**src/rtl/obb_top_level.sv**
```systemverilog
`default_nettype none
// ============================================================================
//  Module   : obb_top_level
//  Purpose  : Streaming bounding-box corner generator. Collects a frame of
//             NPTS signed 3-D points (one per clock), tracks the per-axis
//             minimum and maximum, then registers the 8 corner vertices of
//             the enclosing box as sign-extended OW-bit coordinates.
//  Ports    : clk                       rising-edge clock
//             rst                       synchronous active-high reset
//             data_in_x/y/z   [IW-1:0]  signed point coordinates
//             data_out_xK/yK/zK [OW-1:0] corner K (1..8) coordinates, registered
//  Config   : OBB_CONTINUOUS_EN - when defined, the block returns to COLLECT
//             after each OUTPUT cycle instead of holding until reset.
//  Revision : 1.0  initial release
// ============================================================================
module obb_top_level #(
   parameter int NPTS = 16,
   parameter int IW   = 10,
   parameter int OW   = 17
) (
   input  logic          clk,
   input  logic          rst,
   input  logic [IW-1:0] data_in_x,
   input  logic [IW-1:0] data_in_y,
   input  logic [IW-1:0] data_in_z,
   output logic [OW-1:0] data_out_x1, output logic [OW-1:0] data_out_y1, output logic [OW-1:0] data_out_z1,
   output logic [OW-1:0] data_out_x2, output logic [OW-1:0] data_out_y2, output logic [OW-1:0] data_out_z2,
   output logic [OW-1:0] data_out_x3, output logic [OW-1:0] data_out_y3, output logic [OW-1:0] data_out_z3,
   output logic [OW-1:0] data_out_x4, output logic [OW-1:0] data_out_y4, output logic [OW-1:0] data_out_z4,
   output logic [OW-1:0] data_out_x5, output logic [OW-1:0] data_out_y5, output logic [OW-1:0] data_out_z5,
   output logic [OW-1:0] data_out_x6, output logic [OW-1:0] data_out_y6, output logic [OW-1:0] data_out_z6,
   output logic [OW-1:0] data_out_x7, output logic [OW-1:0] data_out_y7, output logic [OW-1:0] data_out_z7,
   output logic [OW-1:0] data_out_x8, output logic [OW-1:0] data_out_y8, output logic [OW-1:0] data_out_z8
);

   localparam int            CW       = $clog2(NPTS);
   localparam int            EXT      = OW - IW;
   localparam logic [CW-1:0] LAST_CNT = CW'(NPTS - 1);

   typedef enum logic [1:0] {
      COLLECT = 2'd0,
      OUTPUT  = 2'd1,
      HOLD    = 2'd2
   } state_t;

   state_t        state, next_state;
   logic [CW-1:0] cnt;
   logic          take_sample;
   logic          load_out;

   logic signed [IW-1:0] min_x, max_x, min_y, max_y, min_z, max_z;
   logic [OW-1:0] cx [0:7];
   logic [OW-1:0] cy [0:7];
   logic [OW-1:0] cz [0:7];

   // ---------------------------------------------------------------------
   // Control FSM
   // ---------------------------------------------------------------------
   always_ff @(posedge clk) begin
      if (rst) state <= COLLECT;
      else     state <= next_state;
   end

   always_comb begin
      next_state  = state;
      take_sample = 1'b0;
      load_out    = 1'b0;
      case (state)
         COLLECT: begin
            take_sample = 1'b1;
            if (cnt == LAST_CNT) next_state = OUTPUT;
         end
         OUTPUT: begin
            load_out = 1'b1;
`ifdef OBB_CONTINUOUS_EN
            next_state = COLLECT;
`else
            next_state = HOLD;
`endif
         end
         HOLD:    next_state = HOLD;
         default: next_state = COLLECT;
      endcase
   end

   // ---------------------------------------------------------------------
   // Sample counter and running min/max. NPTS is a power of two, so the
   // counter wraps to 0 on its own after the last sample, which lines it
   // up for the next frame in continuous mode.
   // ---------------------------------------------------------------------
   always_ff @(posedge clk) begin
      if (rst) begin
         cnt   <= '0;
         min_x <= '0; max_x <= '0;
         min_y <= '0; max_y <= '0;
         min_z <= '0; max_z <= '0;
      end else if (take_sample) begin
         cnt <= cnt + 1'b1;
         if (cnt == '0) begin
            min_x <= $signed(data_in_x); max_x <= $signed(data_in_x);
            min_y <= $signed(data_in_y); max_y <= $signed(data_in_y);
            min_z <= $signed(data_in_z); max_z <= $signed(data_in_z);
         end else begin
            // Strict compares: equal values leave the registers alone.
            if ($signed(data_in_x) < min_x) min_x <= $signed(data_in_x);
            if ($signed(data_in_x) > max_x) max_x <= $signed(data_in_x);
            if ($signed(data_in_y) < min_y) min_y <= $signed(data_in_y);
            if ($signed(data_in_y) > max_y) max_y <= $signed(data_in_y);
            if ($signed(data_in_z) < min_z) min_z <= $signed(data_in_z);
            if ($signed(data_in_z) > max_z) max_z <= $signed(data_in_z);
         end
      end
   end

   // ---------------------------------------------------------------------
   // Corner registers. Corner index bit0/1/2 picks max (1) or min (0) for
   // x/y/z respectively; values are sign-extended from IW to OW bits.
   // ---------------------------------------------------------------------
   always_ff @(posedge clk) begin
      if (rst) begin
         for (int k = 0; k < 8; k++) begin
            cx[k] <= '0;
            cy[k] <= '0;
            cz[k] <= '0;
         end
      end else if (load_out) begin
         for (int k = 0; k < 8; k++) begin
            cx[k] <= (k[0]) ? {{EXT{max_x[IW-1]}}, max_x} : {{EXT{min_x[IW-1]}}, min_x};
            cy[k] <= (k[1]) ? {{EXT{max_y[IW-1]}}, max_y} : {{EXT{min_y[IW-1]}}, min_y};
            cz[k] <= (k[2]) ? {{EXT{max_z[IW-1]}}, max_z} : {{EXT{min_z[IW-1]}}, min_z};
         end
      end
   end

   assign data_out_x1 = cx[0]; assign data_out_y1 = cy[0]; assign data_out_z1 = cz[0];
   assign data_out_x2 = cx[1]; assign data_out_y2 = cy[1]; assign data_out_z2 = cz[1];
   assign data_out_x3 = cx[2]; assign data_out_y3 = cy[2]; assign data_out_z3 = cz[2];
   assign data_out_x4 = cx[3]; assign data_out_y4 = cy[3]; assign data_out_z4 = cz[3];
   assign data_out_x5 = cx[4]; assign data_out_y5 = cy[4]; assign data_out_z5 = cz[4];
   assign data_out_x6 = cx[5]; assign data_out_y6 = cy[5]; assign data_out_z6 = cz[5];
   assign data_out_x7 = cx[6]; assign data_out_y7 = cy[6]; assign data_out_z7 = cz[6];
   assign data_out_x8 = cx[7]; assign data_out_y8 = cy[7]; assign data_out_z8 = cz[7];

endmodule
`default_nettype wire

```
**config.mk**
```make
export PLATFORM = sky130hd
export DESIGN_NAME = obb_top_level
export DESIGN_NICKNAME = d
export VERILOG_FILES = /design/src/rtl/obb_top_level.sv
export SDC_FILE = /design/constraint.sdc
export NUM_CORES = 1
export LEC_CHECK = 0
export CELL_PAD_IN_SITES_DETAIL_PLACEMENT = 2
export CELL_PAD_IN_SITES_GLOBAL_PLACEMENT = 2
export CORE_MARGIN = 8
export CORE_UTILIZATION = 25
export DETAILED_ROUTE_END_ITERATION = 6
export GPL_TIMING_DRIVEN = 1
export PLACE_DENSITY_LB_ADDON = 0.1
export SKIP_CTS_REPAIR_TIMING = 1
export SLEW_MARGIN = 20
export SYNTH_ARGS = -nofsm -noshare
export SYNTH_HDL_FRONTEND = slang
export SYNTH_SLANG_ARGS = --single-unit
export TNS_END_PERCENT = 10
```
**constraint.sdc**
```tcl
create_clock -name clk -period 8.31 [get_ports clk]
set_input_delay 1.662 -clock clk [delete_from_list [all_inputs] [get_ports clk]]
set_output_delay 1.662 -clock clk [all_outputs]
set_load 0.02 [all_outputs]
```
==> run_1/final_clocks.png <==
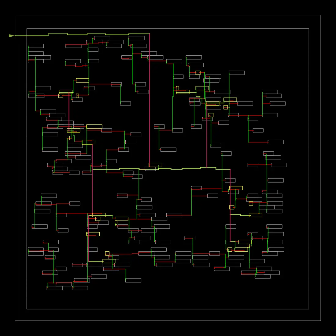
Power Clock: 766 uW
flip-flops: 166
CTS buffer count: 17
clock sinks: 166
clkbuf count: 17

==> run_1/cell_classes.png <==
Bar = 50 um. Fill, decap, tap and diode cells in grey.
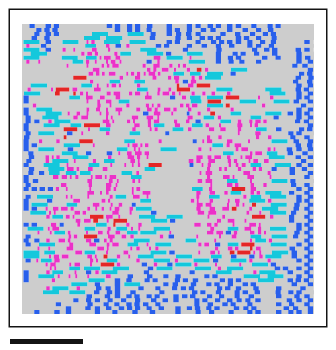
- clock drivers and dummy loads: red (cells 32)
- other buffers and delay cells: blue (cells 444)
- flops: cyan (cells 166)
- all other logic: magenta (cells 489)
core area: 0.03964 mm2
post-route core utilization: 33.52%

==> reports/results.ini, run 1 <==
[placed_design]
placedCellCount=1624
post-place-ws_ps=3997
placed_cell_area_mm2=0.01273
gp_congestion=0.7081
port_buffers=439

[timing]
holdWs_ps=486.5
layout_setup_ws_ps=4511
rsz0062_at_grt=no
timing.final.crit_period_ps=3799
tns_ps=0
skew_ps=12.00

[pwr]
power_mw=2.424
peakVddDrop_uv=148.0
powerDensity_mw_per_mm2=182.4

[die]
die_w_um=216.3
die_area_mm2=0.04679
fp_util_pct=25.30
rows=73
fp.dieH_um=216.3
io-pin-count=440

[yosys]
yosysUniqueCellTypes=42
edf_count=100
ys_async_sr_fraction_pct=0
synth-seq-cells=166
netlist.area_leader.share_pct=29.94
top_area_cell=edfxtp_1

[worst_hold_path]
min_from=state[1]$_SDFFE_PP0P_

[worst_setup_path]
start_kind=flip-flop
crit_fanout=32
worstSetupStartpoint=cz[0][67]$_SDFFCE_PN0P_
critical_path_required_ps=6650
cp_slowest_cell=edfxtp_1
cp.arrival_ps=2140

[detailed_routing]
drt_wl_total_mm=31.08
antenna_left=0
via_count=6642

[outcome]
outcome=finished clean

[clocking]
cts_tree=done

[global_route]
grt_pass1_wl_mm=46.31
grt_pass1_vias=7230
grt_usage_pct=12.87
antenna_found_initial=2

[flow_run]
max_cap_violations=0
log.warning_count=28

[final_layout]
num-fill-cells=4265
nNetsFinal=1211

==> run_1/drive_strength.png <==
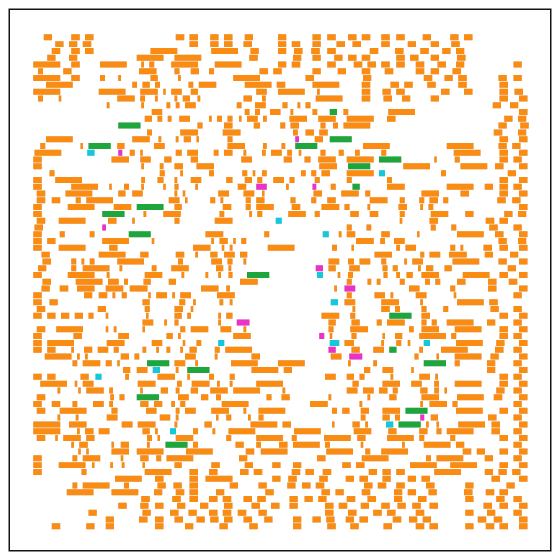
- drive 6 and up: green (cells 21)
- drive 3 to 4: cyan (cells 13)
- drive 2: magenta (cells 12)
- drive 1 or less: orange (cells 1,085)
Finished Cell Area: 0.01329 mm2
Layout area overhead: 32.48%
Buffers, non-clock: 444

[run 1: area by class of cell]
cell class	count	area, um2	area share (%)
sequential	166	4324	32.54
timing repair buffer	444	4427	33.31
multi-input combinational	390	2953	22.22
antenna	1	2.502	0.01883
clock inverter	15	128.9	0.9698
inverter	99	371.6	2.796
tap	525	656.9	4.943
clock buffer	17	425.4	3.201
[run 1: where the power goes]
| part | internal, mW | switching, mW | leakage, nW |
|---|---|---|---|
| logic | 0.296 | 0.354 | 3.48 |
| registers | 0.952 | 0.0565 | 1.58 |
| clock network | 0.413 | 0.353 | 0.267 |
[run 1: sequential cells by signal (all words and copies together), names as in the netlist]
register and flops:
cz 30, state 2, max_x 10, max_z 10
cx 40, min_x 10, max_y 10, min_z 10
min_y 10, cy 30, cnt 4
[run 1: kinds of logic (layout without fill, tap and decap cells)]
kind of cell / Yosys count / after routing / synth area share (%)
AND-OR/OR-AND: 81 / 81 / 6.050
XOR/XNOR: 3 / 3 / 0.2620
adder cells (fa/ha/maj): 61 / 61 / 7.609
buffers and inverters: 427 / 575 / 27.65
flip-flops: 166 / 166 / 43.11
multiplexers: 31 / 31 / 3.093
other: 0 / 1 / 0
AND/OR/NAND/NOR: 214 / 214 / 12.22
[run 1: layer usage]
metal / GRT usage [%] / vias to the layer above / part of all wire (%) / wire length, um
met2: 23.29 / 204 / 52 / 16070
li1: - / 3191 / - / -
met4: 3.742 / 4 / 1.5 / 454
met1: 14.37 / 3213 / 41 / 12670
met5: 0 / - / 0.071 / 22
met3: 3.886 / 30 / 6.0 / 1863
[run 1: cell usage in the layout (no fill, tap or decap), drive strengths merged, types with 4 or more instances in the layout]
cell,synthesis,routed
buf,312,6
edfxtp,100,100
nand2b,72,72
nand3,5,5
mux2i,31,31
dfxtp,66,66
o21ai,8,8
nand4,10,10
a21oi,18,18
a21o,10,10
clkdlybuf4s50,0,438
nor2,26,26
and2,61,61
nor4,4,4
inv,99,102
clkinv,0,8
a2bb2oi,30,30
nand2,21,21
ha,61,61
nor3,5,5
clkbuf,16,17
nor2b,4,4
[run 1: path summary, 6_finish.rpt]
kind,depth (start not counted),endpoint,slack (ps)
worst max-delay path,1,data_out_z3[12],4510
worst min-delay path,2,state[1]$_SDFFE_PP0P_,490
worst max register to register,4,cy[0][125]$_SDFFCE_PP0P_,5410
worst min register to register,2,state[1]$_SDFFE_PP0P_,490
==> run 1 -> run 2 <==
--- a/config.mk
+++ b/config.mk
@@ -8,7 +8,7 @@
 export CELL_PAD_IN_SITES_DETAIL_PLACEMENT = 2
 export CELL_PAD_IN_SITES_GLOBAL_PLACEMENT = 2
 export CORE_MARGIN = 8
-export CORE_UTILIZATION = 25
+export CORE_UTILIZATION = 23
 export DETAILED_ROUTE_END_ITERATION = 6
 export GPL_TIMING_DRIVEN = 1
 export PLACE_DENSITY_LB_ADDON = 0.1
==> constraint.sdc (replaced) <==
create_clock -name clk -period 3.4 [get_ports clk]
set_input_delay 0.68 -clock clk [delete_from_list [all_inputs] [get_ports clk]]
set_output_delay 0.68 -clock clk [all_outputs]
set_load 0.02 [all_outputs]
==> run_2/final_clocks.png <==
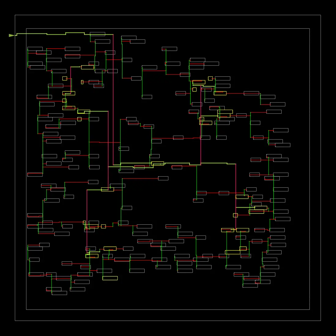
Power Clock: 2.15 mW
clkbuf count: 18
clk ins delay skew pair: 450 ps
clk_skew: 13.99 ps

==> run_2/gate_families.png <==
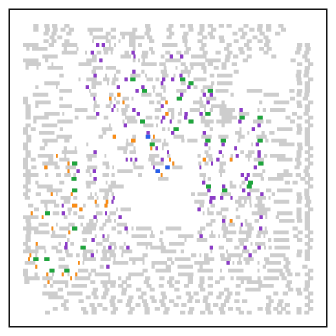
- NOR gates: orange (cells 40; most used nor2_1)
- NAND gates: purple (cells 108; most used nand2b_1)
- XOR/XNOR gates: blue (cells 3; most used xor2_1)
- multiplexers: green (cells 31; most used mux2i_1)

==> run_2/drive_strength.png <==
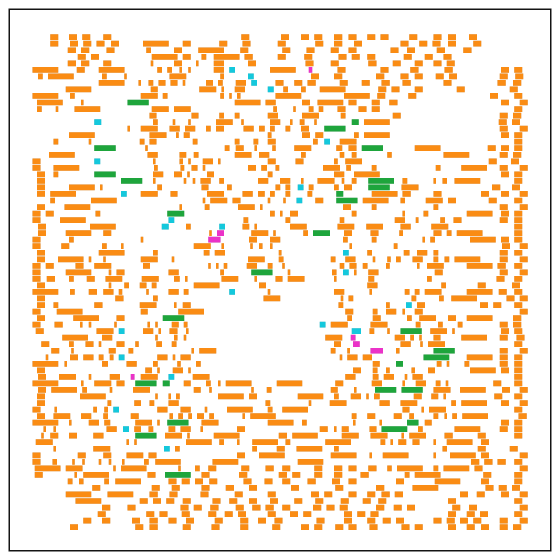
- drive 2: magenta (cells 7)
- drive 3 to 4: cyan (cells 25)
- drive 6 and up: green (cells 28)
- drive 1 or less: orange (cells 1,087)
setup ws final: 552.6 ps
Buffers, non-clock: 460
Layout area overhead: 35.35%

==> run 2 against run 1 <==
  * Final area is 2.2% higher
  * Clock skew is 2.0 ps higher
  * Critical path depth stayed put
  * Sequential cell count stayed put
  * Global-route usage is 0.56 points lower
  * Via count is 0.81% higher
  * Wire length is 3.1% higher
  * Sequential power is 140% higher
  * Clock power went up to 2.8 times the previous value
  * Worst hold slack worse by 0.75 ps
==> reports/results.ini, run 2 <==
[die]
fp_util_pct=23.29  ; was 25.30%
core-area_mm2=0.04308  ; was 0.03964 mm2
io-pin-count=440  ; unchanged
fp.dieH_um=224.8  ; was 216.3 um

[global_route]
grt_util_met3_pct=3.843  ; was 3.886%
grt.busiest_layer=met2  ; unchanged
grt_pass1_vias=7196  ; was 7,230
grt_pass1_wl_mm=47.47  ; was 46.31 mm
met1_usage_pct=14.03  ; was 14.37%

[placed_design]
gp_congestion=0.6830  ; was 0.7081
placed_cell_area_mm2=0.01294  ; was 0.01273 mm2

[yosys]
ys_async_sr_fraction_pct=0  ; unchanged
top_area_cell=edfxtp_1  ; unchanged
yosysUniqueCellTypes=42  ; unchanged
edf_count=100  ; unchanged
netlist.area_leader.share_pct=29.94  ; unchanged
synth-seq-cells=166  ; unchanged

[detailed_routing]
drt_wl_total_mm=32.02  ; was 31.08 mm
antenna_left=0  ; unchanged
via_count=6696  ; was 6,642

[final_layout]
nNetsFinal=1227  ; was 1,211
fin_area_mm2=0.01358  ; was 0.01329 mm2
largestRegisters=cx (40), cy (30), cz (30)  ; unchanged
num-fill-cells=4660  ; was 4,265
regMostFlops=cx  ; unchanged
largest_reg_flops=40  ; unchanged

[flow_run]
max_cap_violations=0  ; unchanged
log.warning_count=28  ; unchanged

[worst_hold_path]
hold_end=min_z[6]$_SDFFE_PP0P_  ; was state[1]$_SDFFE_PP0P_
holdPathStages=2  ; unchanged

[outcome]
outcome=finished clean  ; unchanged

[worst_setup_path]
cp.arrival_ps=2170  ; was 2140 ps
cp_slowest_cell=edfxtp_1  ; unchanged
crit_fanout=32  ; unchanged
start_kind=flip-flop  ; unchanged

[clocking]
cts_tree=done  ; unchanged
numCtsBuffers=17  ; unchanged

[timing]
tns_ps=0  ; unchanged
rsz0062_at_grt=no  ; unchanged
timing.final.crit_period_ps=2847

[pwr]
peakVddDrop_uv=355.6  ; was 148.0 uV

[run 2: cell counts after synthesis]
No cell type changed its count.
[run 2: stage by stage]
| stage | total power [mW] | instances | setup slack (ps) | hold WS (ps) | util [%] |
|---|---|---|---|---|---|
| after global placement | 4.162 | 1700 | 396.3 | 472.2 | 30.04 |
| after CTS | 6.393 | 1732 | 472.2 | 494.3 | 31.51 |
| final | 6.235 | 1733 | 552.6 | 485.8 | 31.52 |
| after global routing | 6.585 | 1733 | 427.5 | 522.9 | 31.52 |
| after detailed placement | 4.178 | 1700 | 344.7 | 483.8 | 30.04 |
| after floorplan | 3.592 | 983 | 554.3 | 459.8 | - |
[run 2: how the worst max path moves through the flow]
stage / from / endpoint / slack (ps) / cells after the start
4_1_cts: cz[0][67]$_SDFFCE_PN0P_ / data_out_z3[9] / 470 / 1
3_5_place_dp: data_in_x[9] / max_x[7]$_SDFFE_PP0P_ / 340 / 8
3_3_place_gp: data_in_x[9] / max_x[1]$_SDFFE_PP0P_ / 400 / 8
5_1_grt: cz[0][67]$_SDFFCE_PN0P_ / data_out_z2[12] / 430 / 1
2_1_floorplan: rst / cx[0][102]$_SDFFCE_PP0P_ / 550 / 3
6_report: cz[0][67]$_SDFFCE_PN0P_ / data_out_z3[15] / 550 / 1
[run 2: cells by family (layout without fill, tap and decap cells)]
kind of cell | count (synthesis) | after routing | synth area share, %
adders and majority gates | 61 | 61 | 7.609
DFF | 166 | 166 | 43.11
other | 0 | 1 | 0
buffers and inverters | 427 | 591 | 27.65
AOI/OAI and AO/OA | 81 | 81 | 6.050
muxes | 31 | 31 | 3.093
and+or+nand+nor | 214 | 214 | 12.22
xor gates and xnor gates | 3 | 3 | 0.2620
[run 2: where the power goes]
group / internal (mW) / switching [mW] / leakage [nW] / total, mW
Combinational: 0.747 / 0.876 / 3.57 / 1.62
Clock: 1.26 / 0.894 / 0.301 / 2.15
Sequential: 2.32 / 0.136 / 1.58 / 2.46
[run 2: per-layer routing]
layer	routed length [um]	vias to the layer above
li1	-	3229
met1	13110	3237
met2	16200	196
met5	11	-
met3	2136	32
met4	563	2
[run 2: cell type report]
| cell class | instances | area, um2 | share of cell area (%) |
|---|---|---|---|
| Timing Repair Buffer | 460 | 4572 | 33.67 |
| Sequential cell | 166 | 4324 | 31.85 |
| Multi-Input combinational cell | 390 | 2940 | 21.66 |
| Tap cell | 585 | 732.0 | 5.391 |
| Clock buffer | 18 | 439.2 | 3.235 |
| Inverter | 99 | 371.6 | 2.737 |
| Clock inverter | 14 | 195.2 | 1.438 |
| Antenna cell | 1 | 2.502 | 0.01843 |
==> run 2 -> run 3 <==
==> constraint.sdc (replaced) <==
create_clock -name clk -period 2.28 [get_ports clk]
set_input_delay 0.456 -clock clk [delete_from_list [all_inputs] [get_ports clk]]
set_output_delay 0.456 -clock clk [all_outputs]
set_load 0.02 [all_outputs]
==> run_3/final_clocks.png <==
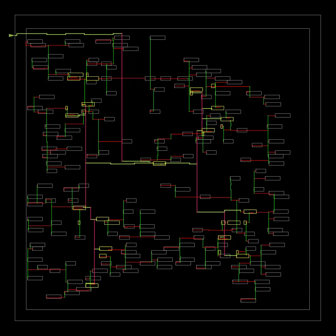
clk ins delay skew pair: 440 ps
Power Clock: 2.87 mW
clk_skew: 8.154 ps
clkbuf count: 22

==> run_3/met2.png <==
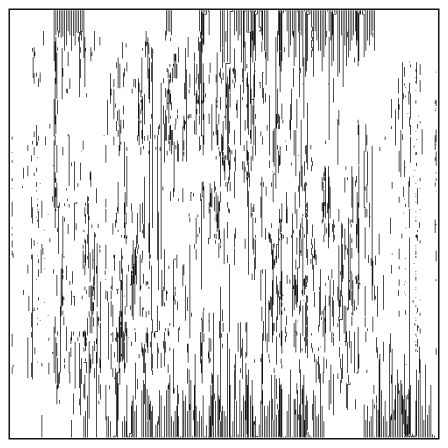
- nets with wire on the layer: 1,205
- longest straight run: 92.5 um

==> run_3/drive_strength.png <==
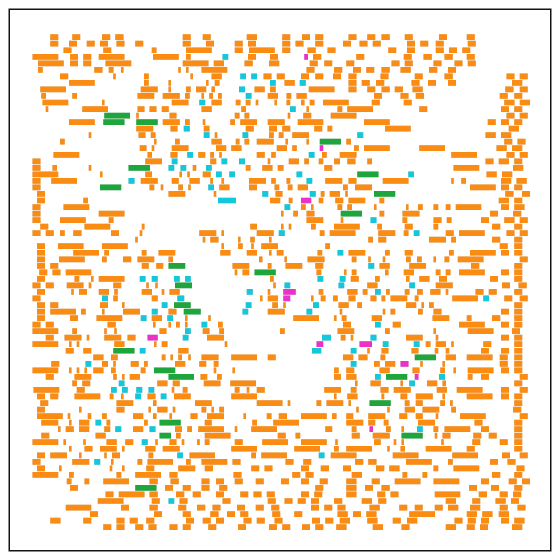
- drive 6 and up: green (cells 24)
- drive 3 to 4: cyan (cells 91)
- drive 1 or less: orange (cells 1,088)
- drive 2: magenta (cells 11)

==> run 3 against run 2 <==
  * Setup slack lost 490 ps
  * Combinational power increased by 64%
  * Wire length up 3.6%
  * Sequential cell count did not move
  * Critical path depth did not move
  * First-iteration DRC count is 19% higher
  * Power is 47% higher
  * Count of clock-buffer cells in the layout up 4
  * Core utilization is 1.4 points higher
  * Via count rose by 3.4%
  * Critical endpoint is now data_out_y4[10]
  * Largest cell class unchanged
  * Largest power group unchanged
==> reports/results.ini, run 3 <==
[outcome]
outcome=finished clean  ; unchanged

[final_layout]
stdcell_count=1799  ; was 1,733
largestRegisters=cx (40), cy (30), cz (30)  ; unchanged
lay_top_count=clkdlybuf4s50_1  ; unchanged
fin_util_pct=32.93  ; was 31.52%
most-common-layout-cells=390 x clkdlybuf4s50_1, 100 x edfxtp_1, 99 x inv_1  ; was 438 x clkdlybuf4s50_1, 100 x edfxtp_1, 99 x inv_1
regMostFlops=cx  ; unchanged
syn2layout_area_growth_pct=41.41  ; was 35.35%
largest_reg_flops=40  ; unchanged
nNetsFinal=1294  ; was 1,227

[pwr]
internal_power_mw=6.354  ; was 4.329 mW
p_switching_mw=2.817  ; was 1.906 mW
powerDensity_mw_per_mm2=646.6  ; was 459.2 mW/mm2
swShare_pct=30.72  ; was 30.58%
pwr-share-seq_pct=39.8  ; was 39.5%
peakVddDrop_uv=489.1  ; was 355.6 uV

[worst_setup_path]
cp_slowest_cell=clkdlybuf4s50_1  ; was edfxtp_1
critical_path_required_ps=1820  ; was 2720 ps
start_kind=flip-flop  ; unchanged
crit_fanout=16  ; was 32

[yosys]
netlist.area_leader.share_pct=29.94  ; unchanged
ys_async_sr_fraction_pct=0  ; unchanged
top_area_cell=edfxtp_1  ; unchanged
yosysUniqueCellTypes=42  ; unchanged
edf_count=100  ; unchanged

[placed_design]
gp_congestion=0.7341  ; was 0.6830
port_buffers=439  ; unchanged
placedCellCount=1765  ; was 1,700

[flow_run]
log.warning_count=29  ; was 28
max_cap_violations=0  ; unchanged

[clocking]
numCtsBuffers=17  ; unchanged
cts_tree=done  ; unchanged

[global_route]
grt_util_met3_pct=3.843  ; unchanged
grt_pass1_vias=7563  ; was 7,196
use_met2_pct=22.44  ; was 21.58%
antenna_found_initial=1  ; was 3
grt_usage_pct=12.50  ; was 12.31%
grt.busiest_layer=met2  ; unchanged

[detailed_routing]
drt_wl_total_mm=33.19  ; was 32.02 mm
antenna_left=0  ; unchanged

[die]
rows=76  ; unchanged
core-area_mm2=0.04308  ; unchanged
die_area_mm2=0.05055  ; unchanged
io-pin-count=440  ; unchanged
fp.dieH_um=224.8  ; unchanged
die_w_um=224.8  ; unchanged

[timing]
tns_ps=0  ; unchanged
layout_setup_ws_ps=60.80  ; was 552.6 ps

-- run 3: cell counts after synthesis --
Identical to the previous run, type by type.
-- run 3: final cells by class --
cell class / count / area, um2
clock buffer: 22 / 454.2
clock inverter: 10 / 105.1
fill: 4645 / 28890
inverter: 99 / 371.6
multi-input combinational: 390 / 2978
sequential: 166 / 4324
tap: 585 / 732.0
timing repair buffer: 527 / 5220
-- run 3: per-stage QoR --
stage               area (um2)  total power [mW]  hold slack [ps]
CTS                      14010             9.383            352.2
global placement         13450             6.393            468.6
floorplan                10030             5.355            459.8
detailed placement       13450             6.420            483.5
finish                   14180             9.171            368.7
global route             14180             9.687            377.5
-- run 3: path summary, 6_finish.rpt --
path	from	end	slack, ps	cells after the start
max reg2reg	max_x[5]$_SDFFE_PP0P_	max_x[5]$_SDFFE_PP0P_	130	10
min reg2reg	min_y[9]$_SDFFE_PP0P_	min_y[9]$_SDFFE_PP0P_	500	2
max	cy[0][67]$_SDFFCE_PN0P_	data_out_y4[10]	60	1
min	rst	cnt[0]$_SDFFE_PP0P_	370	2
-- run 3: layer usage --
metal	vias to the layer above	part of all wire, %	routed length (um)
met4	0	1.3	420
met3	26	6.6	2179
met2	190	51	16790
met1	3350	42	13800
met5	-	0	0
li1	3355	-	-
-- run 3: kinds of logic (layout without fill, tap and decap cells) --
| kind of cell | count (synthesis) | after routing | share of synthesized area [%] |
|---|---|---|---|
| buffers and inverters | 427 | 658 | 27.65 |
| XOR/XNOR | 3 | 3 | 0.2620 |
| AND-OR/OR-AND | 81 | 81 | 6.050 |
| flip-flops | 166 | 166 | 43.11 |
| multiplexers | 31 | 31 | 3.093 |
| AND/OR/NAND/NOR | 214 | 214 | 12.22 |
| adder cells (fa/ha/maj) | 61 | 61 | 7.609 |
-- run 3: power by group through the flow --
stage          clock [mW]  combinational, mW  sequential (mW)
6_report             2.87               2.65             3.65
5_1_grt              3.10               2.89             3.70
4_1_cts              3.01               2.71             3.67
3_5_place_dp            0               2.69             3.73
3_3_place_gp            0               2.67             3.72
2_1_floorplan           0               1.54             3.81
Power figures rest on the tool's default switching activity, not on a simulated workload.
